[src/rtl/counter_updown8_monitor_pkg.sv]
// Shared constants for the up/down counter monitor: state codes, default widths
// and the step classes reported by the step classifier.
package counter_updown8_monitor_pkg;

  localparam int WIDTH_DEF     = 8;
  localparam int ERR_CNT_W_DEF = 8;

  localparam logic [2:0] UNPRIMED = 3'd0;
  localparam logic [2:0] HOLD     = 3'd1;
  localparam logic [2:0] UP       = 3'd2;
  localparam logic [2:0] DOWN     = 3'd3;
  localparam logic [2:0] ERR      = 3'd4;

  typedef enum logic [1:0] {
    D_HOLD = 2'd0,
    D_INC  = 2'd1,
    D_DEC  = 2'd2,
    D_BAD  = 2'd3
  } delta_cls_t;

endpackage

[src/rtl/counter_updown8_monitor_step_classifier.sv]
// Combinational step check between two consecutive count samples; the modulo
// difference decides hold / +1 / -1 / illegal, plus whether the step wrapped.
module counter_updown8_monitor_step_classifier
  import counter_updown8_monitor_pkg::*;
#(
  parameter int WIDTH = WIDTH_DEF
) (
  input  logic [WIDTH-1:0] prev,
  input  logic [WIDTH-1:0] cur,
  output delta_cls_t       cls,
  output logic             wrap
);

  logic [WIDTH-1:0] delta;

  assign delta = cur - prev;

  always_comb begin
    cls  = D_BAD;
    wrap = 1'b0;
    if (delta == '0) begin
      cls = D_HOLD;
    end else if (delta == WIDTH'(1)) begin
      cls  = D_INC;
      wrap = (prev == '1);
    end else if (delta == '1) begin
      cls  = D_DEC;
      wrap = (prev == '0);
    end
  end

endmodule

[src/rtl/counter_updown8_monitor.sv]
// Passive monitor of an up/down counter's output bus: reconstructs direction and
// activity, flags illegal steps and wrap-arounds, and tallies errors.
//
//   state    | meaning
//   UNPRIMED | no reference sample yet; next sample only primes prev
//   HOLD     | last valid sample equal to the previous one
//   UP       | last valid sample was previous + 1
//   DOWN     | last valid sample was previous - 1
//   ERR      | last valid sample was an illegal jump (resyncs on next sample)
module counter_updown8_monitor
  import counter_updown8_monitor_pkg::*;
#(
  parameter int WIDTH     = WIDTH_DEF,
  parameter int ERR_CNT_W = ERR_CNT_W_DEF
) (
  input  logic                 clk,
  input  logic                 resetN,
  input  logic [WIDTH-1:0]     count_in,
  input  logic                 sample_en,
  input  logic                 clear,
  output logic [2:0]           state,
  output logic                 moving,
  output logic                 dir_up,
  output logic                 step_err,
  output logic                 wrap_evt,
  output logic [ERR_CNT_W-1:0] err_count
);

  logic [WIDTH-1:0] prev;
  delta_cls_t       cls;
  logic             wrap;

  counter_updown8_monitor_step_classifier #(.WIDTH(WIDTH)) u_step_classifier (
    .prev (prev),
    .cur  (count_in),
    .cls  (cls),
    .wrap (wrap)
  );

  always_ff @(posedge clk or negedge resetN) begin
    if (!resetN) begin
      state     <= UNPRIMED;
      moving    <= 1'b0;
      dir_up    <= 1'b0;
      step_err  <= 1'b0;
      wrap_evt  <= 1'b0;
      err_count <= '0;
      prev      <= '0;
    end else if (clear) begin
      // clear wins over a coincident sample, which is dropped
      state     <= UNPRIMED;
      moving    <= 1'b0;
      dir_up    <= 1'b0;
      step_err  <= 1'b0;
      wrap_evt  <= 1'b0;
      err_count <= '0;
      prev      <= '0;
    end else begin
      step_err <= 1'b0;
      wrap_evt <= 1'b0;
      if (sample_en) begin
        prev <= count_in;
        if (state == UNPRIMED) begin
          state  <= HOLD;
          moving <= 1'b0;
        end else begin
          unique case (cls)
            D_HOLD: begin
              state  <= HOLD;
              moving <= 1'b0;
            end
            D_INC: begin
              state    <= UP;
              moving   <= 1'b1;
              dir_up   <= 1'b1;
              wrap_evt <= wrap;
            end
            D_DEC: begin
              state    <= DOWN;
              moving   <= 1'b1;
              dir_up   <= 1'b0;
              wrap_evt <= wrap;
            end
            default: begin
              state    <= ERR;
              moving   <= 1'b0;
              step_err <= 1'b1;
              if (err_count != '1) err_count <= err_count + ERR_CNT_W'(1);
            end
          endcase
        end
      end
    end
  end

endmodule

[config.mk]
export PLATFORM = sky130hd
export DESIGN_NAME = counter_updown8_monitor
export DESIGN_NICKNAME = d
export VERILOG_FILES = /design/src/rtl/counter_updown8_monitor_pkg.sv /design/src/rtl/counter_updown8_monitor_step_classifier.sv /design/src/rtl/counter_updown8_monitor.sv
export SDC_FILE = /design/constraint.sdc
export NUM_CORES = 1
export LEC_CHECK = 0
export CORE_UTILIZATION = 45
export DETAILED_ROUTE_END_ITERATION = 10
export PLACE_DENSITY = 0.7
export SYNTH_ARGS = -nofsm -noshare
export SYNTH_HDL_FRONTEND = slang
export SYNTH_HIERARCHICAL = 1
export SYNTH_SLANG_ARGS = --single-unit
[constraint.sdc]
create_clock -name clk -period 7.3 [get_ports clk]
set_clock_uncertainty 0.05 [all_clocks]
set_input_delay 1.825 -clock clk [delete_from_list [all_inputs] [get_ports clk]]
set_output_delay 1.825 -clock clk [all_outputs]
set_load 0.005 [all_outputs]
### Signal wires by layer, run 1

Bar = 20 µm. Only two layers are drawn.
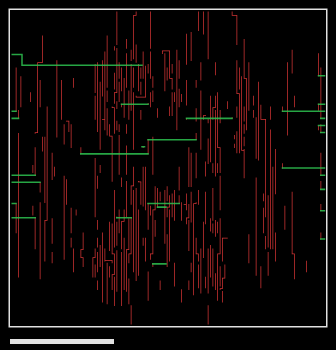
| color | layer | wire length |
|---|---|---|
| red | met2 | 1530 µm |
| green | met3 | 116 µm |
DR vias: 1276
drt wl/cell: 13.84 µm
global-route usage over all layers: 0.1962
Total Wirelength: 3225 µm

### Routing congestion, run 1

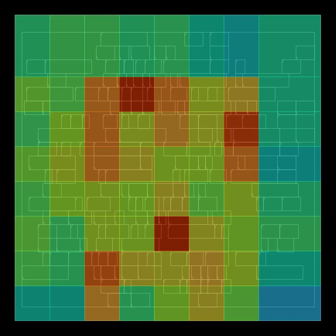
GR peak layer: met2
met2 usage: 0.3250
Final Util: 0.5901

### Register map, names as in the netlist, run 1

Bar = 20 µm. Other sequential cells in the stronger gray, the rest of the logic in the fainter gray.
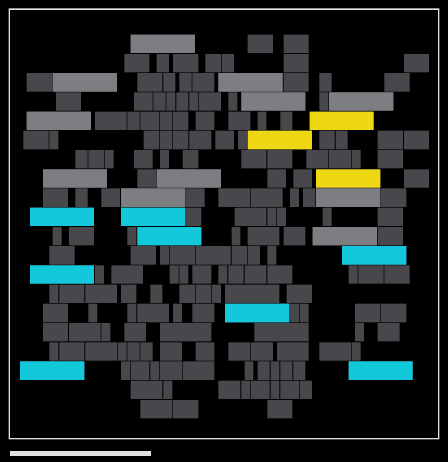
| color | name in the netlist | flops |
|---|---|---|
| cyan | `prev` | 8 |
| yellow | `state` | 3 |

==> impl_metrics.csv, run 1 <==
group,metric,value,unit
finish,seqAreaFraction,0.2959,
clock_network,clk_path_buf_depth,2,
logic_synthesis,yosys.area_share.aoi,0.1768,
worst_setup_path,crit_family,"AND-OR/OR-AND gates",
min_path,hold_class,"reg2reg",
power,total_power,260.5,µW
timing,layout_setup_ws,2.262,ns
clock_network,clk_latency,0.30,ns
floorplan,nWellTaps,44,
power,clkPwrFrac,0.206,
placement,gp_congestion,0.7762,
route,drt-initial-drc-count,63,
finish,n_all_inverters,17,
global_routing,antenna_found_initial,0,
worst_setup_path,cp_max_fo,7,
route,drtAntennaViolNets,0,
min_path,min_from,"prev[5]$_DFFE_PN0P_",
logic_synthesis,syn_inst,164,
route,drc,0,
placement,dpl.hpwl,2499,µm
min_path,hold_depth,2,
logic_synthesis,synth_area_per_cell,9.407,µm²
finish,nClkBuffers,3,
logic_synthesis,yosys-stat-area,0.001543,mm²
worst_setup_path,crit_path_cell_trace,"clkdlybuf4s50_1 > inv_1 > ha_1 > inv_1 > fa_1 > a211oi_2 > o21bai_1 > a21oi_1 > xnor2_1 > nor4_4 > a21oi_1 > ha_1 > o311a_1 > o21ai_2 > or4_1 > nand2_1",
power,powerSeq,132,µW
finish,comb_area_frac,0.4882,
clock_network,clk_pin_slew,0.12,ns
timing,finalHoldViolCount,0,
power,p_int,179.2,µW
worst_setup_path,arrival,5.23,ns
timing,post-route-period-util,0.6901,
worst_setup_path,r2r_cells,14,
logic_synthesis,synthMuxAreaShare,0.05839,
floorplan,die_area,0.003666,mm²
timing,rsz0062_at_grt,"false",
placement,dp_slack,1.951,ns
min_path,min_to,"prev[5]$_DFFE_PN0P_",
logic_synthesis,xor_area_frac,0.05109,
finish,nFillCells,294,
placement,dp_cells,230,
timing,period_minus_slack,5.038,ns
finish,register_area,550.5,µm²
finish,num_antenna_cells,0,
route,first_pass_iters,4,
finish,syn2layout_area_growth,20.60,%
worst_setup_path,cp_slowest_stage_delay,0.47,ns
finish,final_cells,233,
worst_setup_path,endpoint,"err_count[3]$_DFFE_PN0P_",
timing,setup_viol,0,
worst_setup_path,critical_path_class,"in2reg",
power,comb_power_share,0.287,
finish,drive_gt1_frac,0.06349,
worst_setup_path,regToRegStartpoint,"prev[0]$_DFFE_PN0P_",
finish,final_cell_mix,"clkdlybuf4s50_1 (26), dfrtp_1 (22), nor2_1 (19), inv_1 (16), ha_1 (13)",
power,top_power_group,"registers",
timing,timing.fmax,198.5,MHz
worst_setup_path,r2r_setup_slack,3.83,ns
clock_network,cts.htree.levels,1,
finish,nets,217,
finish,buf_share,0.1399,
clock_network,clock-sinks,22,
worst_setup_path,critPathLaunchType,"primary input",
clock_network,cts_setup_buffers,0,
clock_network,cts_buffers,3,
power,seq_power_share,0.507,
job,maxCapViolCount,0,
floorplan,fp.dieH,60.55,µm
timing,slew_headroom,0.3217,
worst_setup_path,cp.required,7.50,ns
worst_setup_path,cp.depth,16,
logic_synthesis,yosysWarnings,6,
logic_synthesis,synth.distinct_cells,44,
logic_synthesis,synth_area,0.001543,mm²
finish,clock_area_frac,0.01210,
clock_network,cts_tree,"built",
power,powerClk,53.6,µW
floorplan,fp-utilization,0.4893,
global_routing,grt_max_degree,23,
timing,worstMarginPinSlew,1.014,ns
finish,flops,22,
route,viasPerCell,5.476,
power,powerDensity,140.0,mW/mm²
outcome,status,"completed",
clock_network,root_buffer,"clkbuf_4",
global_routing,grt_first_pass_wirelength,5313,µm
clock_network,holdBufCountCts,0,
placement,portBuffers,26,
finish,n_all_buffers,26,
floorplan,die_width,60.55,µm
finish,multi_input_comb_cells,121,
power,p_switching,81.32,µW
logic_synthesis,postSynthSeqShare,0.3569,
power,comb-power,74.7,µW
logic_synthesis,synth_nets,190,
timing,hold_slack,0.4933,ns
logic_synthesis,adder_share,0.1184,
finish,layout.cells.most_common,"clkdlybuf4s50_1",
floorplan,core-area,0.003153,mm²
placement,place_area,0.001838,mm²
power,p_sw_frac,0.3122,
finish,dominant_cells,"logic gates",
logic_synthesis,ys.flops,22,
global_routing,overflow,0,
floorplan,fp-row-count,20,
finish,combGateArea,908.4,µm²
worst_setup_path,cpMaxStageDelayCell,"or4_1",
timing,slew_viol_final,0,
clock_network,ctsResizeCount,0,
timing,final.setup.tns,0,ns
job,warnings,30,
finish,design_area,0.001861,mm²
power,leakage,0.8264,nW
floorplan,ios,27,
power,ir_worst_vdd,0.0001310,V
worst_setup_path,critPathLaunch,"count_in[0]",
global_routing,grt_pass1_vias,1237,
logic_synthesis,ys_cells,164,
logic_synthesis,top_logic_kind,"simple AND/OR/NAND/NOR gates",
logic_synthesis,ys_sh_simple,0.1841,
worst_setup_path,r2r_end,"err_count[3]$_DFFE_PN0P_",
worst_setup_path,crit_buf_inv,3,
worst_setup_path,worstSetupEndpointType,"flip-flop",
run 1: synth_stat cells, drive strengths merged:
| cell type | instances | area share |
|---|---|---|
| o311a | 1 | 0.0065 |
| buf | 2 | 0.0081 |
| and2 | 1 | 0.0041 |
| or4 | 2 | 0.0097 |
| nor3 | 1 | 0.0065 |
| nand4 | 3 | 0.012 |
| a211oi | 3 | 0.021 |
| clkbuf | 2 | 0.0049 |
| or4b | 1 | 0.0089 |
| xnor2 | 4 | 0.023 |
| inv | 17 | 0.041 |
| o211a | 1 | 0.0065 |
| and3 | 3 | 0.013 |
| a221oi | 1 | 0.0057 |
| ha | 13 | 0.11 |
| nor4 | 2 | 0.018 |
| o21bai | 1 | 0.0049 |
| o21ai | 9 | 0.032 |
| a21o | 2 | 0.0097 |
| o211ai | 4 | 0.019 |
| nand2 | 7 | 0.017 |
| nand3 | 4 | 0.013 |
| o2bb2ai | 1 | 0.0057 |
| xor2 | 5 | 0.028 |
| and4 | 1 | 0.0057 |
| a21oi | 11 | 0.036 |
| o21a | 1 | 0.0049 |
| fa | 1 | 0.013 |
| o31a | 1 | 0.0057 |
| dfrtp | 22 | 0.36 |
| or3 | 4 | 0.016 |
| a31oi | 1 | 0.014 |
| nor2 | 19 | 0.046 |
| a22o | 1 | 0.0057 |
| nand2b | 2 | 0.0081 |
| mux2i | 9 | 0.058 |
| nor4b | 1 | 0.0057 |
run 1: state kept, by name, indices dropped and copies added, names as in the netlist:
| name | cells |
|---|---|
| prev | 8 |
| state | 3 |
| step_err | 1 |
| err_count | 8 |
| dir_up | 1 |
| wrap_evt | 1 |
run 1: per-layer routing:
layer,global-route usage,vias to the layer above,part of all wire
met2,0.3250,32,0.47
li1,-,635,-
met1,0.2594,605,0.48
met4,0.04870,0,0.0081
met5,0,-,0
met3,0.04691,4,0.036
### Cell classes on the final placement, run 1

Bar = 20 µm. Fill, decap, tap and diode cells in gray.
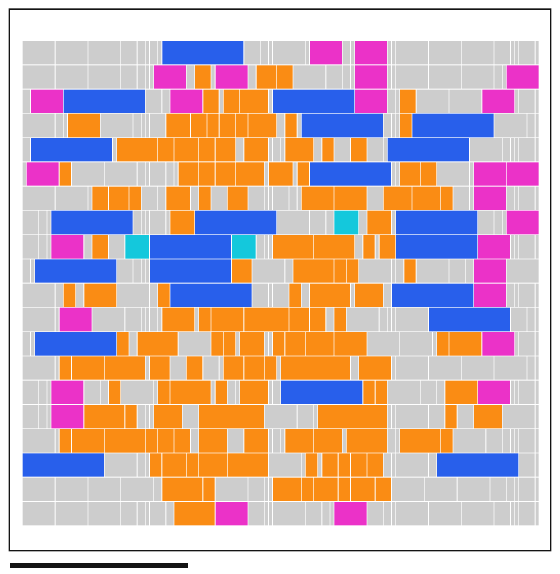

==> inputs of run 2 (changes only) <==
- PLACE_DENSITY: 0.7 -> 0.72
- clock period: 7.3 -> 4.6 ns (I/O delays scaled with it)
### Cell classes on the final placement, run 2

Bar = 20 µm. Fill, decap, tap and diode cells in gray.
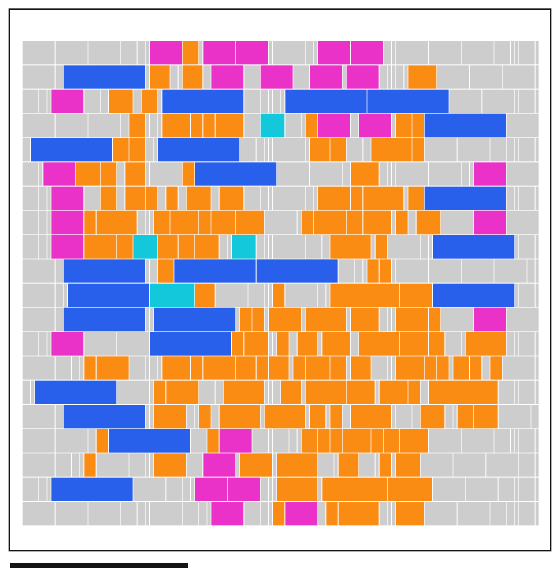
| color | class | cells | share of their area |
|---|---|---|---|
| orange | all other logic | 138 | 54% |
| cyan | clock drivers and dummy loads | 4 | 2.0% |
| blue | flops | 22 | 30% |
| magenta | other buffers and delay cells | 26 | 14% |
Final Util: 0.5956
Seq/total area: 0.2931
post-route cell area: 0.001878 mm²

### Placement density heat map, run 2

The die is cut into 6 by 6 equal tiles; black is low, pale yellow is high, 0 to 100% covered.
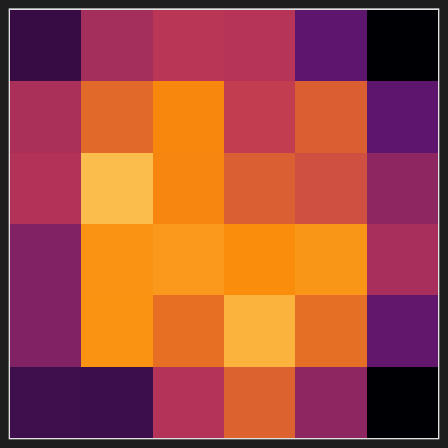
nearly empty tiles: 5.6%
mean over tiles: 50%
emptiest ninth of the die: upper right
tiles over 75% full: 19%

==> impl_metrics.csv, run 2 <==
group,metric,value,unit
logic_synthesis,synth_area_leader_cell,"dfrtp_1",
placement,portBuffers,26,
finish,num_antenna_cells,0,
route,drc,0,
floorplan,fp-row-count,20,
worst_setup_path,cp_max_fo,7,
floorplan,fp.dieH,60.55,µm
logic_synthesis,edf_count,0,
min_path,hold_depth,2,
worst_setup_path,endpoint,"err_count[1]$_DFFE_PN0P_",
floorplan,fp-utilization,0.4893,
worst_setup_path,critPathLaunch,"count_in[0]",
clock_network,holdBufCountCts,0,
floorplan,ios,27,
global_routing,overflow,0,
min_path,min_to,"prev[3]$_DFFE_PN0P_",
route,wl,3282,µm
global_routing,grt_pass1_vias,1296,
logic_synthesis,yosys-stat-area,0.001543,mm²
global_routing,grt_use_total,0.2044,
logic_synthesis,most_common_cell,"dfrtp_1",
finish,drive_gt1_frac,0.07368,
power,powerDensity,230.7,mW/mm²
finish,combGateArea,912.1,µm²
clock_network,cts_tree,"built",
clock_network,clk_pin_slew,0.10,ns
worst_setup_path,cp_slowest_stage_delay,0.56,ns
clock_network,clk_latency,0.31,ns
route,avgRoutedWirePerCell,14.03,µm
worst_setup_path,r2r_setup_slack,1.20,ns
finish,nFillCells,293,
worst_setup_path,regToRegStartpoint,"prev[0]$_DFFE_PN0P_",
placement,place_area,0.001838,mm²
route,first_pass_iters,4,
logic_synthesis,synth_nets,190,
logic_synthesis,synth_area,0.001543,mm²
job,maxCapViolCount,0,
timing,setup_viol,0,
power,clkPwrFrac,0.242,
power,leakage,0.8344,nW
logic_synthesis,syn_inst,164,
job,warnings,30,
clock_network,root_buffer,"clkbuf_4",
worst_setup_path,worstSetupEndpointType,"flip-flop",
logic_synthesis,common_cells,"dfrtp_1 (22), nor2_1 (19), inv_1 (16)",
logic_synthesis,yosysWarnings,6,
logic_synthesis,postSynthSeqShare,0.3569,
min_path,hold_class,"reg2reg",
worst_setup_path,critPathLaunchType,"primary input",
timing,slew_viol_final,0,
worst_setup_path,r2r_cells,14,
placement,dpl.hpwl,2584,µm
worst_setup_path,crit_path_cell_trace,"clkdlybuf4s50_1 > inv_1 > ha_1 > inv_1 > fa_1 > a211oi_2 > nor2_1 > xor2_1 > or4b_4 > nor4_4 > a21oi_2 > ha_1 > o311a_1 > o21ai_2 > mux2i_1 > nor2_1",
placement,gp_congestion,0.8550,
timing,timing.fmax,232.1,MHz
logic_synthesis,synth.distinct_cells,44,
logic_synthesis,synth_area_per_cell,9.407,µm²
route,drtAntennaViolNets,0,
route,viasPerCell,5.624,
worst_setup_path,cp.required,4.71,ns
timing,slew_headroom,0.3674,
worst_setup_path,r2r_end,"err_count[1]$_DFFE_PN0P_",
global_routing,antenna_found_initial,0,
power,p_switching,130.8,µW
timing,finalHoldViolCount,0,
power,ir_worst_vdd,0.0001766,V
power,p_sw_frac,0.3020,
timing,rsz0062_at_grt,"false",
clock_network,cts_buffers,3,
min_path,min_from,"prev[3]$_DFFE_PN0P_",
timing,post-route-period-util,0.9365,
timing,period_minus_slack,4.308,ns
outcome,status,"completed",
floorplan,core-area,0.003153,mm²
clock_network,cts.htree.levels,1,
logic_synthesis,ys_cells,164,
worst_setup_path,critical_path_class,"in2reg",
finish,final_cell_mix,"clkdlybuf4s50_1 (26), dfrtp_1 (22), nor2_1 (19), inv_1 (16), ha_1 (13)",
finish,top_regs,"err_count x8, prev x8, state x3",
logic_synthesis,top_cells_by_area,"dfrtp_1 (36%), ha_1 (11%), mux2i_1 (5.8%)",
floorplan,die_width,60.55,µm
finish,nets,217,
logic_synthesis,synth.top_cell.area_share,0.3569,
power,seq_power_share,0.483,
worst_setup_path,crit_buf_inv,3,
logic_synthesis,ff_type,"dfrtp_1",
route,num_vias,1316,
floorplan,die_area,0.003666,mm²
power,p_int,302.4,µW
clock_network,clock-sinks,22,
worst_setup_path,arrival,4.42,ns
clock_network,clk_path_buf_depth,2,
placement,dp_slack,-0.04358,ns
power,total_power,433.2,µW
timing,final.setup.tns,0,ns
worst_setup_path,cpMaxStageDelayCell,"or4b_4",
power,comb_power_share,0.275,
logic_synthesis,ys_async_sr_fraction,1.000,
timing,hold_slack,0.4915,ns
worst_setup_path,crit_family,"simple AND/OR/NAND/NOR gates",
finish,layout.cells.most_common,"clkdlybuf4s50_1",
global_routing,grt_first_pass_wirelength,5609,µm
run 2: cell counts after synthesis:
No cell type changed its count.
run 2: logic make-up after synthesis:
kind of cell,after synthesis,share of synthesized area
buffers and inverters,21,0.05434
flip-flops,22,0.3569
multiplexers,9,0.05840
AND-OR/OR-AND,38,0.1768
XOR/XNOR,9,0.05109
AND/OR/NAND/NOR,51,0.1841
adder cells (fa/ha/maj),14,0.1184
run 2: area by class of cell:
type	count	share of cell area
clock buffer	4	0.01932
multi-input combinational	121	0.4857
tap	44	0.02931
timing repair buffer	26	0.1386
sequential	22	0.2931
inverter	17	0.03398
run 2: worst register-to-register path, delay by kind of cell, from the launching register on:
family                   cells  cell delay (ns)
flip-flops                   1             0.42
AND/OR/NAND/NOR              4             0.90
XOR/XNOR                     1             0.16
AND-OR/OR-AND                4             0.66
adder cells (fa/ha/maj)      3             0.81
multiplexers                 1             0.22
buffers and inverters        1             0.05
run 2: metrics by stage:
stage,utilization,std cells
finish,0.5956,234
global route,0.5956,234
CTS,0.5944,234
detailed placement,0.5829,230
global placement,0.5829,230
floorplan,-,164
run 2: what timing repair did:
action,in CTS,in global routing
endpoints found under the setup margin,0,1
setup buffers,0,0
resized,0,1
run 2: layer usage:
| metal | vias to the layer above | wire length [µm] | GRT usage |
|---|---|---|---|
| li1 | 631 | - | - |
| met1 | 659 | 1575 | 0.2628 |
| met2 | 22 | 1604 | 0.3438 |
| met3 | 4 | 77 | 0.03838 |
| met4 | 0 | 25 | 0.07468 |
| met5 | - | 0 | 0 |
run 2: power groups by stage:
stage | registers, mW | clock network, mW | logic [mW]
finish | 0.209 | 0.105 | 0.119
global route | 0.211 | 0.116 | 0.132
CTS | 0.209 | 0.108 | 0.119
detailed placement | 0.213 | 0 | 0.118
global placement | 0.213 | 0 | 0.114
floorplan | 0.211 | 0 | 0.0795
### Routing congestion, run 2

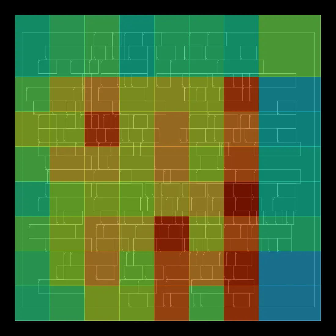

==> inputs of run 3 (changes only) <==
- CTS_CLUSTER_SIZE: unset -> 40
- GPL_TIMING_DRIVEN: unset -> 0
### Routing congestion, run 3

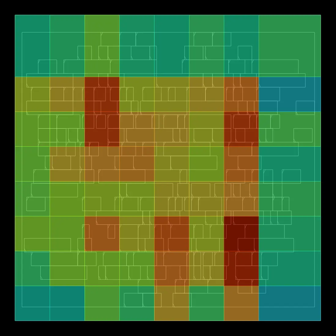
global-route usage over all layers: 0.2099
met1 Track Usage GR: 0.2767
met3 Resource Use GR: 0.04691
met2 usage: 0.3438

==> impl_metrics.csv, run 3 <==
group,metric,value,unit
clock_network,clock-sinks,22,
finish,top_regs,"err_count x8, prev x8, state x3",
worst_setup_path,arrival,4.60,ns
worst_setup_path,cp.required,4.79,ns
clock_network,root_buffer,"clkbuf_4",
floorplan,fp.dieH,60.55,µm
route,wl,3283,µm
logic_synthesis,synth.distinct_cells,44,
clock_network,holdBufCountCts,0,
route,drtAntennaViolNets,0,
worst_setup_path,cp_slowest_stage_delay,0.55,ns
timing,setup_viol,0,
finish,nFillCells,294,
outcome,status,"completed",
finish,n_all_buffers,29,
timing,worstMarginPinSlew,0.9626,ns
logic_synthesis,ys.flops,22,
power,p_switching,127.2,µW
logic_synthesis,common_cells,"dfrtp_1 (22), nor2_1 (19), inv_1 (16)",
worst_setup_path,cp_max_fo,7,
worst_setup_path,worstSetupEndpointType,"flip-flop",
placement,dp_cells,233,
route,num_vias,1266,
finish,multi_input_comb_cells,121,
route,drc,0,
logic_synthesis,ys_async_sr_fraction,1.000,
finish,clock_area_frac,0.01197,
route,met2WireLength,1580,µm
placement,place_area,0.001848,mm²
worst_setup_path,regToRegStartpoint,"prev[0]$_DFFE_PN0P_",
placement,gp_congestion,0.8566,
timing,rsz0062_at_grt,"false",
timing,finalHoldViolCount,0,
worst_setup_path,crit_family,"simple AND/OR/NAND/NOR gates",
timing,final.setup.tns,0,ns
timing,layout_setup_ws,0.1945,ns
finish,dominant_cells,"logic gates",
clock_network,clk_latency,0.30,ns
finish,nets,220,
global_routing,grt_max_degree,23,
power,total_power,413.5,µW
power,clkPwrFrac,0.199,
global_routing,grt_pass1_vias,1286,
finish,buf_share,0.1436,
route,viasPerCell,5.364,
floorplan,nWellTaps,44,
timing,post-route-period-util,0.9577,
floorplan,ios,27,
worst_setup_path,crit_buf_inv,3,
clock_network,cts_buffers,3,
finish,nClkBuffers,3,
worst_setup_path,r2r_setup_slack,1.11,ns
timing,slew_viol_final,0,
timing,hold_slack,0.4925,ns
floorplan,die_area,0.003666,mm²
worst_setup_path,critical_path_class,"in2reg",
global_routing,antenna_found_initial,0,
logic_synthesis,yosys-stat-area,0.001543,mm²
floorplan,die_width,60.55,µm
route,wl_met3,84,µm
power,comb_power_share,0.296,
clock_network,clk_pin_slew,0.11,ns
floorplan,fp-utilization,0.4893,
finish,comb_area_frac,0.4887,
finish,num_antenna_cells,0,
logic_synthesis,synth_area_leader_cell,"dfrtp_1",
finish,syn2layout_area_growth,21.98,%
worst_setup_path,crit_path_cell_trace,"clkdlybuf4s50_1 > inv_1 > ha_1 > inv_1 > fa_1 > a211oi_2 > nor2_1 > xor2_1 > or4b_4 > nor4_4 > a21oi_2 > ha_1 > o311a_1 > o21ai_2 > and2_1 > a21o_1",
logic_synthesis,postSynthSeqShare,0.3569,
placement,portBuffers,25,
logic_synthesis,most_common_cell,"dfrtp_1",
route,avgRoutedWirePerCell,13.91,µm
finish,fin_util,0.5968,
logic_synthesis,synth_area,0.001543,mm²
### Cell classes on the final placement, run 3

Bar = 20 µm. Fill, decap, tap and diode cells in gray.
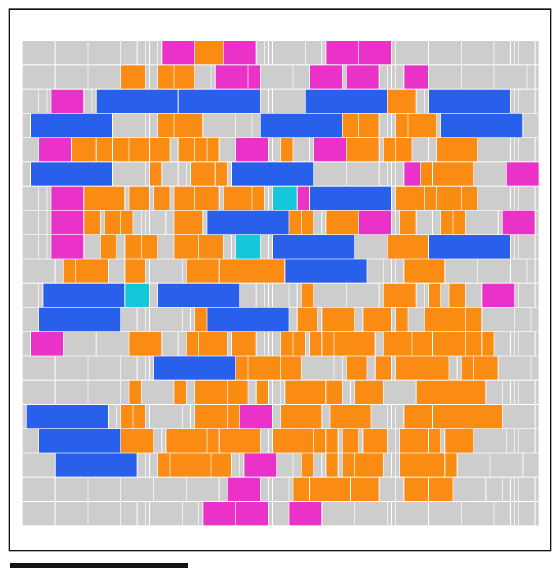
core area: 0.003153 mm²
row count: 20
Seq/total area: 0.2926

run 3: cell types whose count changed in the layout (fill, tap and decap cells not counted):
cell | before | now
xnor2_1 | 4 | 3
clkbuf_1 | 0 | 2
clkdlybuf4s50_1 | 26 | 25
xnor2_2 | 0 | 1
buf_2 | 0 | 1
clkbuf_8 | 1 | 0
buf_4 | 0 | 1
run 3: worst max-delay path by stage:
stage,startpoint,to,cells past startpoint
6_report,count_in[0],err_count[7]$_DFFE_PN0P_,16
5_1_grt,count_in[0],err_count[2]$_DFFE_PN0P_,16
4_1_cts,count_in[0],err_count[3]$_DFFE_PN0P_,16
3_5_place_dp,count_in[0],err_count[3]$_DFFE_PN0P_,16
3_3_place_gp,count_in[0],err_count[3]$_DFFE_PN0P_,16
2_1_floorplan,count_in[0],err_count[1]$_DFFE_PN0P_,15
run 3: cell families (layout without fill, tap and decap cells):
logic type / Yosys count / in the layout / synth area share
DFF: 22 / 22 / 0.3569
muxes: 9 / 9 / 0.05840
buffers and inverters: 21 / 49 / 0.05434
AOI/OAI and AO/OA: 38 / 38 / 0.1768
xor gates and xnor gates: 9 / 9 / 0.05109
adders and majority gates: 14 / 14 / 0.1184
and+or+nand+nor: 51 / 51 / 0.1841
run 3: power by group through the flow:
stage	registers, mW	clock network (mW)	logic, mW
2_1_floorplan	0.211	0	0.0795
3_3_place_gp	0.212	0	0.115
3_5_place_dp	0.213	0	0.120
4_1_cts	0.209	0.0870	0.120
5_1_grt	0.211	0.0985	0.135
6_report	0.209	0.0821	0.122
run 3: what timing repair did:
item | 4_1_cts | 5_1_grt
resized | 0 | 2
buffers inserted | 0 | 0
endpoints found under the setup margin | 0 | 2
Power and IR drop assume default switching activity.
